placed.png
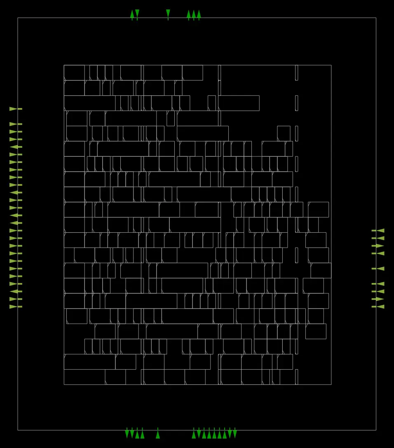
pinout.png
The bar under the picture is 20 um long. Pins as bars across the die edge, other pins in grey.
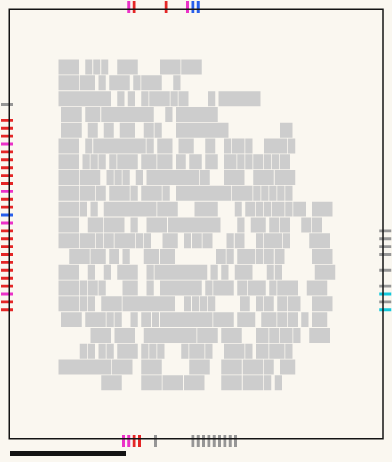
layers.png
The bar under the picture is 20 um long.
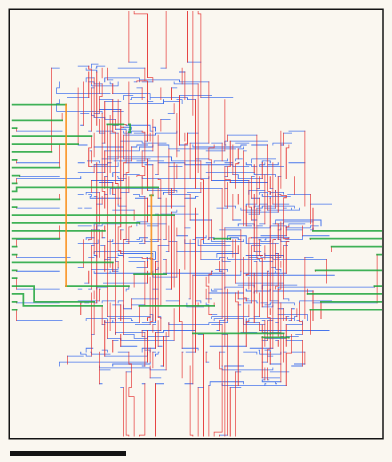
m3.png
The bar under the picture is 20 um long.
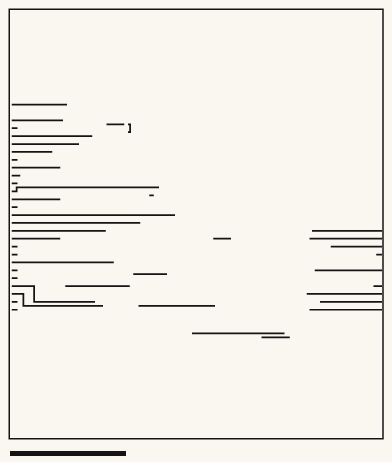
sizing.png
The bar under the picture is 20 um long.
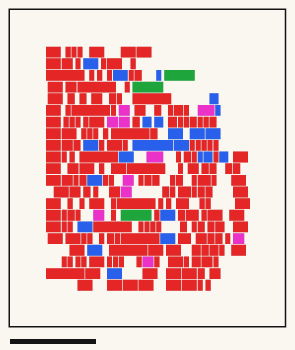
==> config.mk <==
export PLATFORM = sky130hd
export DESIGN_NAME = regbank_write_arbiter
export DESIGN_NICKNAME = d
export VERILOG_FILES = /design/src/rtl/regbank_write_arbiter.sv
export SDC_FILE = /design/constraint.sdc
export NUM_CORES = 1
export LEC_CHECK = 0
export ABC_AREA = 1
export CAP_MARGIN = 20
export CORE_ASPECT_RATIO = 1.2
export CORE_MARGIN = 8
export CORE_UTILIZATION = 46
export DETAILED_ROUTE_END_ITERATION = 7
export PLACE_DENSITY = 0.86
export SYNTH_ARGS = -nofsm -noshare
export SYNTH_HDL_FRONTEND = slang
export SYNTH_SLANG_ARGS = --single-unit
==> constraint.sdc <==
create_clock -name clk -period 5.58 [get_ports clk]
set_input_delay 1.674 -clock clk [delete_from_list [all_inputs] [get_ports clk]]
set_output_delay 1.674 -clock clk [all_outputs]
set_load 0.05 [all_outputs]
==> impl_metrics.ini <==
; synthesis and place-and-route metrics
[status]
outcome = completed

[critical_path]
critPathTopFamily = buffers and inverters
cp.depth = 7
slowest_stage = sky130_fd_sc_hd__clkdlybuf4s50_1
worst_setup_path_type = input port to output port

[synthesis]
synthMostInstantiatedCell = sky130_fd_sc_hd__nand2_1
yosys_cells = 191
yosys_warnings = 0
synth.cellmix.xorXnorShare_pct = 2.05
post_synth_main_area_contributors = sky130_fd_sc_hd__dfrtp_1, sky130_fd_sc_hd__nand2_1, sky130_fd_sc_hd__nand3_2
postSynth.topFlopCell = sky130_fd_sc_hd__dfrtp_1
syn_nets = 230
synthAoiAreaFrac_pct = 12.9
netlist_area_sq_mm = 0.00128
synthDominantCellAreaShare_pct = 23.5
ys_seq_share_pct = 25.5
synthesized_instance_count = 191
number_of_flops_mapped_to_enable_cells_by_yosys = 0
synth_cell_types = 29
syn_avg_cell_area_sq_um = 6.69
synth_flops = 13
simple_gate_share_pct = 43.5

[finish]
n_multi_input_combinational_cell = 134
largest_register_ff_count = 8
nFlopsAndLatches = 13
post_layout_cell_count = 279
multiInputGateArea_sq_um = 748
non_clock_buffer_count = 58
seq_area_sq_um = 327
layout_top_cells_excl_fill_tap = sky130_fd_sc_hd__nand2_1, sky130_fd_sc_hd__clkdlybuf4s50_1, sky130_fd_sc_hd__inv_1, sky130_fd_sc_hd__nand3_1, sky130_fd_sc_hd__nand3_2
final_layout_top_logic_cell = sky130_fd_sc_hd__nand2_1
area.share.sequential_pct = 17.4
area.share.combinational_pct = 39.9
num-nonclk-inverters = 36
signal_buffer_area_fraction_pct = 31.9

[global_routing]
grt_util_met1_pct = 16.3
grt_use_met2_pct = 29.4
vias_in_the_first_global_route = 1459
grt_remaining_overflow = 0
grt_start_max_net_pins = 17

[cts]
number_of_buffers_inserted_to_repair_setup_after_cts = 0
cts.sink_count = 13
clkTransAtPathRegs_ns = 0.08
cts_root_buffer = sky130_fd_sc_hd__clkbuf_4
clock_path_buffers = 2
clock_latency_ns = 0.28
htreeDepth = 1

[place]
hpwl_after_detailed_placement_um = 2910
globalplace.congestion = 0.875
pre_cts_ws_ns = 0.405

[power]
power_dissipated_in_the_clock_network_uw = 61.0
share_clk_of_total_power_pct = 6.6
intPower_uw = 412
leakage_uw = 0.000907
netSwitchingPower_uw = 508
seq_power_uw = 187
sequentialPowerShare_pct = 20.3
finalPower_uw = 920
pwr_density_cell_mw_per_mm2 = 490

[route]
vias_per_cell = 5.02
detailroute.wirelength.met2_um = 1810
ant_nets = 0

[timing]
timing.final.max_slew_violations = 0
post-route-min-period_ns = 5.19
timing_worst_slew_pin_value_ns = 0.523
max_fclk_mhz = 193
hold-worst-slack_ns = 0.558
setup_repair_after_global_routing_missed_its_margin = false
timing.final.crit_share_pct = 93.0
timing.slew.headroom_pct = 65.1

[hold_path]
min_path_cells = 4

[floorplan]
fp-utilization_pct = 46.8
std_cell_rows = 21
fp.dieArea_sq_mm = 0.00473
nWellTaps = 34

[flow_run]
max_cap_viol_count = 0
tally_of_openroad_warnings = 26
Notes on placed.png above:
number of fill cells in the layout: 242
post-layout util: 68.7%

Notes on pinout.png above:
| colour | port | pins | direction | edge |
|---|---|---|---|---|
| magenta | wr_data | 8 | output | 4 left, 2 top, 2 bottom |
| cyan | rd_addr2 | 2 | input | right |
| red | req_data | 24 | input | 20 left, 2 top, 2 bottom |
| blue | gnt | 3 | output | 2 top, 1 left |
all pins by edge: 26 left, 14 bottom, 9 right, 6 top
chip width: 64.1 um
I/O Buffers: 54
die height: 73.8 um

Notes on layers.png above:
| colour | layer | wire length |
|---|---|---|
| green | M3 | 362 um |
| blue | M1 | 1460 um |
| red | M2 | 1810 um |
| orange | M4 | 44.9 um |
average wire per cell in the routed design: 13.2 um
Total Routing Usage GR: 16.3%
routed vias: 1400
total wire length: 3670 um

Notes on m3.png above:
main direction: horizontal
share of all routed wire: 9.9%
wire length on this layer: 362 um
nets with wire on the layer: 42
longest straight run: 27.8 um
met3 capacity usage during global routing: 6.40%

Notes on sizing.png above:
| colour | size | cells | share | most used |
|---|---|---|---|---|
| green | x6 and larger | 3 | 1.2% | buf_12 |
| red | x1 and smaller | 209 | 85% | nand2_1 |
| magenta | x3 and x4 | 10 | 4.1% | buf_4 |
| blue | x2 | 23 | 9.4% | nand3_2 |
post-layout instance area: 0.00188 sq mm
layout-stage area growth over the synthesis result: 46.8%
setup ws final: 0.392 ns

